### Metal 1

Bar = 50 um. Cells faint in the background.
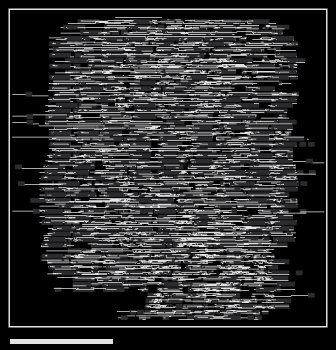
### M2 wires

Cells faint in the background.
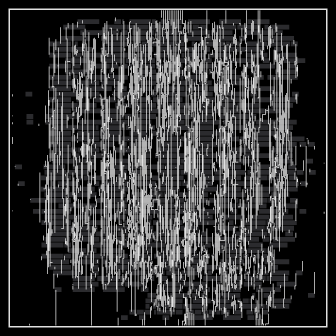
### Metal 3

Bar = 50 um. Cells faint in the background.
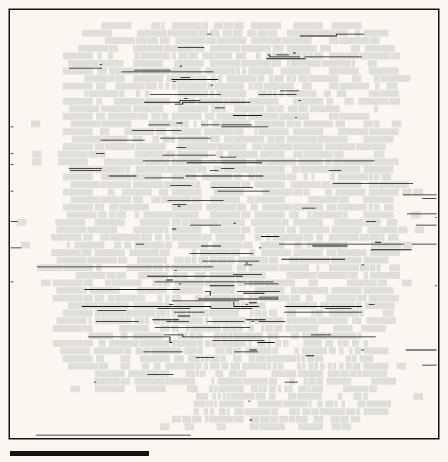
### Sequential cells grouped by signal name

Other sequential cells in the stronger gray, the rest of the logic in the fainter gray.
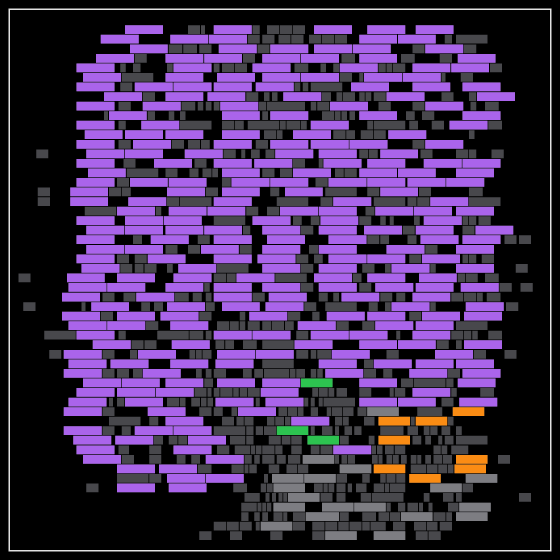
### Cell outlines without signal wires

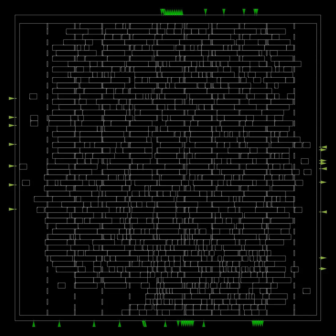
[config.mk]
export PLATFORM = sky130hd
export DESIGN_NAME = geo_feeder
export DESIGN_NICKNAME = d
export VERILOG_FILES = /design/src/rtl/geo_feeder.sv
export SDC_FILE = /design/constraint.sdc
export NUM_CORES = 1
export LEC_CHECK = 0
export CORE_MARGIN = 2
export CORE_UTILIZATION = 55
export CTS_CLUSTER_DIAMETER = 80
export DETAILED_ROUTE_END_ITERATION = 7
export HOLD_SLACK_MARGIN = 0.03
export PLACE_DENSITY = 0.82
export RECOVER_POWER = 50
export SLEW_MARGIN = 20
export SYNTH_ARGS = -nofsm -noshare
export SYNTH_HDL_FRONTEND = slang
export SYNTH_SLANG_ARGS = --single-unit
[constraint.sdc]
create_clock -name clk -period 8.7 [get_ports clk]
set_input_delay 1.74 -clock clk [delete_from_list [all_inputs] [get_ports clk]]
set_output_delay 1.74 -clock clk [all_outputs]
set_load 0.005 [all_outputs]
[src/rtl/geo_feeder.sv]
// Ping-pong frame buffer that replays 7-word geofence frames (test point + 6 vertices)
// to a downstream evaluator, then waits for its result pulse or a timeout.
module geo_feeder #(
    parameter int unsigned TIMEOUT_CYC = 255
) (
    input  logic       clk,
    input  logic       reset,
    input  logic       in_valid,
    output logic       in_ready,
    input  logic [9:0] in_x,
    input  logic [9:0] in_y,
    output logic       gf_reset,
    output logic [9:0] X,
    output logic [9:0] Y,
    input  logic       gf_valid,
    output logic [7:0] frames_done,
    output logic       timeout_err
);
    localparam int unsigned COORD_W     = 10;
    localparam int unsigned WORD_W      = 2 * COORD_W;
    localparam int unsigned FRAME_WORDS = 7;
    localparam int unsigned IDX_W       = 3;
    localparam int unsigned CNT_W       = 8;
    localparam int unsigned FRAMES_W    = 8;

    localparam logic [IDX_W-1:0] LAST_IDX  = IDX_W'(FRAME_WORDS - 1);
    localparam logic [CNT_W-1:0] WAIT_LAST = CNT_W'(TIMEOUT_CYC - 1);

    typedef enum logic [1:0] {HOLD, PLAY, WAIT, REARM} state_t;

    state_t             state, state_d;
    logic [WORD_W-1:0]  bank [2][FRAME_WORDS];
    logic [1:0]         full, full_d;
    logic               wr_bank;
    logic               rd_bank, rd_bank_d;
    logic [IDX_W-1:0]   wr_idx;
    logic [IDX_W-1:0]   play_idx, play_idx_d;
    logic [CNT_W-1:0]   wait_cnt, wait_cnt_d;
    logic               gf_reset_d;
    logic               accept;
    logic               frame_end;
    logic               release_c, done_c, abort_c;
    logic [WORD_W-1:0]  play_word;

    assign in_ready  = !full[wr_bank];
    assign accept    = in_valid && in_ready;
    assign frame_end = accept && (wr_idx == LAST_IDX);

    // Frame storage: data only, validity lives in the full flags.
    always_ff @(posedge clk) begin
        if (accept) begin
            bank[wr_bank][wr_idx] <= {in_x, in_y};
        end
    end

    // A bank freed by the read side and a bank completed by the write side never coincide.
    always_comb begin
        full_d = full;
        if (release_c) begin
            full_d[rd_bank] = 1'b0;
        end
        if (frame_end) begin
            full_d[wr_bank] = 1'b1;
        end
    end

    always_ff @(posedge clk or posedge reset) begin
        if (reset) begin
            wr_bank <= 1'b0;
            wr_idx  <= '0;
            full    <= '0;
        end else begin
            full <= full_d;
            if (frame_end) begin
                wr_bank <= !wr_bank;
                wr_idx  <= '0;
            end else if (accept) begin
                wr_idx <= wr_idx + IDX_W'(1);
            end
        end
    end

    // Read-side sequencing.
    always_comb begin
        state_d    = state;
        play_idx_d = play_idx;
        wait_cnt_d = wait_cnt;
        rd_bank_d  = rd_bank;
        release_c  = 1'b0;
        done_c     = 1'b0;
        abort_c    = 1'b0;
        case (state)
            HOLD: begin
                if (full[rd_bank]) begin
                    state_d    = PLAY;
                    play_idx_d = '0;
                end
            end
            PLAY: begin
                if (play_idx == LAST_IDX) begin
                    state_d    = WAIT;
                    play_idx_d = '0;
                    wait_cnt_d = '0;
                end else begin
                    play_idx_d = play_idx + IDX_W'(1);
                end
            end
            WAIT: begin
                if (gf_valid) begin
                    done_c    = 1'b1;
                    release_c = 1'b1;
                end else if (wait_cnt == WAIT_LAST) begin
                    abort_c   = 1'b1;
                    release_c = 1'b1;
                end else begin
                    wait_cnt_d = wait_cnt + CNT_W'(1);
                end
                if (release_c) begin
                    state_d   = REARM;
                    rd_bank_d = !rd_bank;
                end
            end
            REARM: begin
                play_idx_d = '0;
                state_d    = full[rd_bank] ? PLAY : HOLD;
            end
            default: state_d = HOLD;
        endcase
        gf_reset_d = (state_d == HOLD) || (state_d == REARM);
    end

    always_ff @(posedge clk or posedge reset) begin
        if (reset) begin
            state       <= HOLD;
            play_idx    <= '0;
            wait_cnt    <= '0;
            rd_bank     <= 1'b0;
            gf_reset    <= 1'b1;
            frames_done <= '0;
            timeout_err <= 1'b0;
        end else begin
            state    <= state_d;
            play_idx <= play_idx_d;
            wait_cnt <= wait_cnt_d;
            rd_bank  <= rd_bank_d;
            gf_reset <= gf_reset_d;
            if (done_c) begin
                frames_done <= frames_done + FRAMES_W'(1);
            end
            if (abort_c) begin
                timeout_err <= 1'b1;
            end
        end
    end

    assign play_word = bank[rd_bank][play_idx];
    assign {X, Y}    = (state == PLAY) ? play_word : '0;

endmodule

==> impl_metrics.json <==
{
  "status": "finished with violations",
  "violations": "max-capacitance violations, max-slew violations",
  "cts.sinks": 310,
  "yosysSeqAreaShare_pct": 74.2,
  "dpl_worst_slack_ns": 4.11,
  "cts.repair.resized": 0,
  "dr.pass1.iters": 5,
  "rsz0062_at_grt": "no",
  "critPathKind": "reg -> out",
  "slowest_delay_ns": 1.45,
  "grt_max_degree": 113,
  "die-area_um2": 23700,
  "fin_nets": 847,
  "worstRegToRegCells": 4,
  "critPathSlowestCell": "dfrtp_1",
  "cts_tree": "yes",
  "syn_to_final_growth_pct": 15.1,
  "cp_top_family": "flip-flops",
  "initCoreUtil_pct": 56.2,
  "slew_violations": 64,
  "io_buffers": 54,
  "worstSetupStartpointType": "flop",
  "min_from": "timeout_err",
  "hold_viol_final": 0,
  "combPwrFrac_pct": 30.4,
  "p_sw_mw": 1.37,
  "critPathBufInv": 2,
  "drive_gt1_share_pct": 12.2,
  "die_w_um": 154,
  "finalSetupViolations": 0,
  "seqPwrFrac_pct": 42.7,
  "grt_usage_pct": 22.2,
  "max_slew_margin_pct": -10.6,
  "ys_ff": 310,
  "cap_violations": 2,
  "setup_ws_ns": 2.76,
  "timing.fmax_mhz": 168,
  "grt_pass1_vias": 6886,
  "holdPathStages": 1,
  "syn_area_um2": 12400,
  "critPathRequiredTime_ns": 6.96,
  "r2r_end": "gf_reset",
  "p_leak_nw": 5.00,
  "holdBufCountCts": 0,
  "top_cells_by_count": "edfxtp_1 (280), mux2i_1 (122), a22oi_1 (40)",
  "place_area_um2": 13300,
  "ys_types": 49,
  "synth.top_cell.area_share_pct": 68.1,
  "final.setup.tns_ns": 0,
  "vias_per_cell": 6.17,
  "antenna_left": 0,
  "synth_dominant_cell_count": "edfxtp_1",
  "syn-mean-instance-area_um2": 16.5,
  "numCtsBuffers": 29,
  "drc": 0,
  "critical_path_arrival_ns": 4.20,
  "hold_class": "reg -> reg",
  "worstSetupEndpointType": "output pin",
  "top_area_cell": "edfxtp_1",
  "async_flop_share_pct": 9.68,
  "postCtsSetupBuffers": 0,
  "crit_chain": "buf_12 > mux2i_1 > o22ai_1 > a21oi_1 > o21ai_1 > clkdlybuf4s50_1",
  "h-tree-depth": 1,
  "drt-initial-drc-count": 667
}
Back to the opening pictures, 'Metal 1':
nets with wire on the layer: 807
longest straight run: 46.5 um
wire length on this layer: 10,700 um
via count: 6,901
wirelength, routed: 26,200 um
met1 Resource Use GR: 30.3%

Back to the opening pictures, 'M2 wires':
nets with wire on the layer: 705
longest straight run: 71.7 um
share of all routed wire: 50%
wire length on this layer: 13,100 um
main direction: vertical
met2 Usage GRT: 37.5%

Back to the opening pictures, 'Metal 3':
nets with wire on the layer: 82
main direction: horizontal
share of all routed wire: 6.7%
met3 Use GR: 2.73%

Back to the opening pictures, 'Sequential cells grouped by signal name':
[wait_cnt] orange | sequential cells: 8 | where: lower right
[bank] purple | sequential cells: 280 | where: all over the die
[play_idx] green | sequential cells: 3
not colored: 19
Sequential cell area: 9160 um^2
Sequential Power: 1.88 mW
Util after Layout: 64.7%

Back to the opening pictures, 'Cell outlines without signal wires':
CORE AREA: 22,000 um^2
num sequential: 310
Fill cells: 1,416

## cells by family after synthesis
logic type,after synthesis,synth area share (%)
AND-OR/OR-AND,137,7.09
XOR/XNOR,11,0.780
adder cells (fa/ha/maj),5,0.507
buffers and inverters,46,1.52
flip-flops,310,74.2
multiplexers,143,11.8
AND/OR/NAND/NOR,97,4.13
## power by group through the flow
stage,clock network [mW],logic [mW],registers (mW)
final,1.18,1.34,1.88
after global routing,1.25,1.43,1.89
after CTS,1.19,1.34,1.88
after detailed placement,0,1.32,1.91
after global placement,0,1.30,1.91
after floorplan,0,0.837,1.84
## per-stage QoR
stage,power (mW),cells,hold slack (ns)
2_1_floorplan,2.68,749,0.451
3_3_place_gp,3.21,1067,0.454
3_5_place_dp,3.23,1067,0.448
4_1_cts,4.41,1119,0.458
5_1_grt,4.57,1119,0.475
6_report,4.40,1119,0.452
## how the worst max path moves through the flow
stage,startpoint,end,cells after the start
3_5_place_dp,rd_bank,X[3],6
4_1_cts,rd_bank,X[3],6
2_1_floorplan,in_valid,bank[0][100],4
5_1_grt,rd_bank,X[8],6
3_3_place_gp,rd_bank,Y[7],6
6_report,rd_bank,X[3],6
## flip-flops by register name (all words and copies together) (netlist names)
register,count
bank,280
full,2
play_idx,3
wait_cnt,8
wr_idx,3
timeout_err,1
state,2
rd_bank,1
gf_reset,1
frames_done,8
wr_bank,1
## placed cells by master, fill, tap and decap left out, drive strengths merged, types with 5 or more instances in the layout
cell,synthesis,final
a22oi,40,40
clkdlybuf4s50,0,31
nor3,8,8
ha,5,5
a21oi,28,28
mux2,21,21
dfrtp,29,29
clkinv,1,10
edfxtp,280,280
xnor2,7,7
nand2,13,13
mux2i,122,122
nor2,18,18
nand3,29,29
nand2b,5,5
buf,20,24
dlygate4sd3,0,23
o22ai,20,20
o21ai,31,31
clkbuf,21,41
inv,4,6
## metal layers
metal  global-route usage [%]  wire length (um)
met4                     7.52               666
met3                     2.73              1740
met1                     30.3             10700
met2                     37.5             13100
met5                        0                 0
## worst register-to-register path: stages, from the launching register on
cell	delay (ns)
dfrtp_1	1.45
buf_12	0.63
mux2i_1	0.43
nor3b_1	0.32
a211o_1	0.16
## cell type report
cell class                 count  area [um^2]  share of cell area [%]
sequential                   310         9160                    64.5
multi-input combinational    393         3060                    21.5
clock buffer                  40          785                    5.52
timing repair buffer          79          737                    5.19
tap                          280          350                    2.47
clock inverter                12         98.8                   0.696
inverter                       5         18.8                   0.132
Power is estimated from default activity; no workload was simulated.
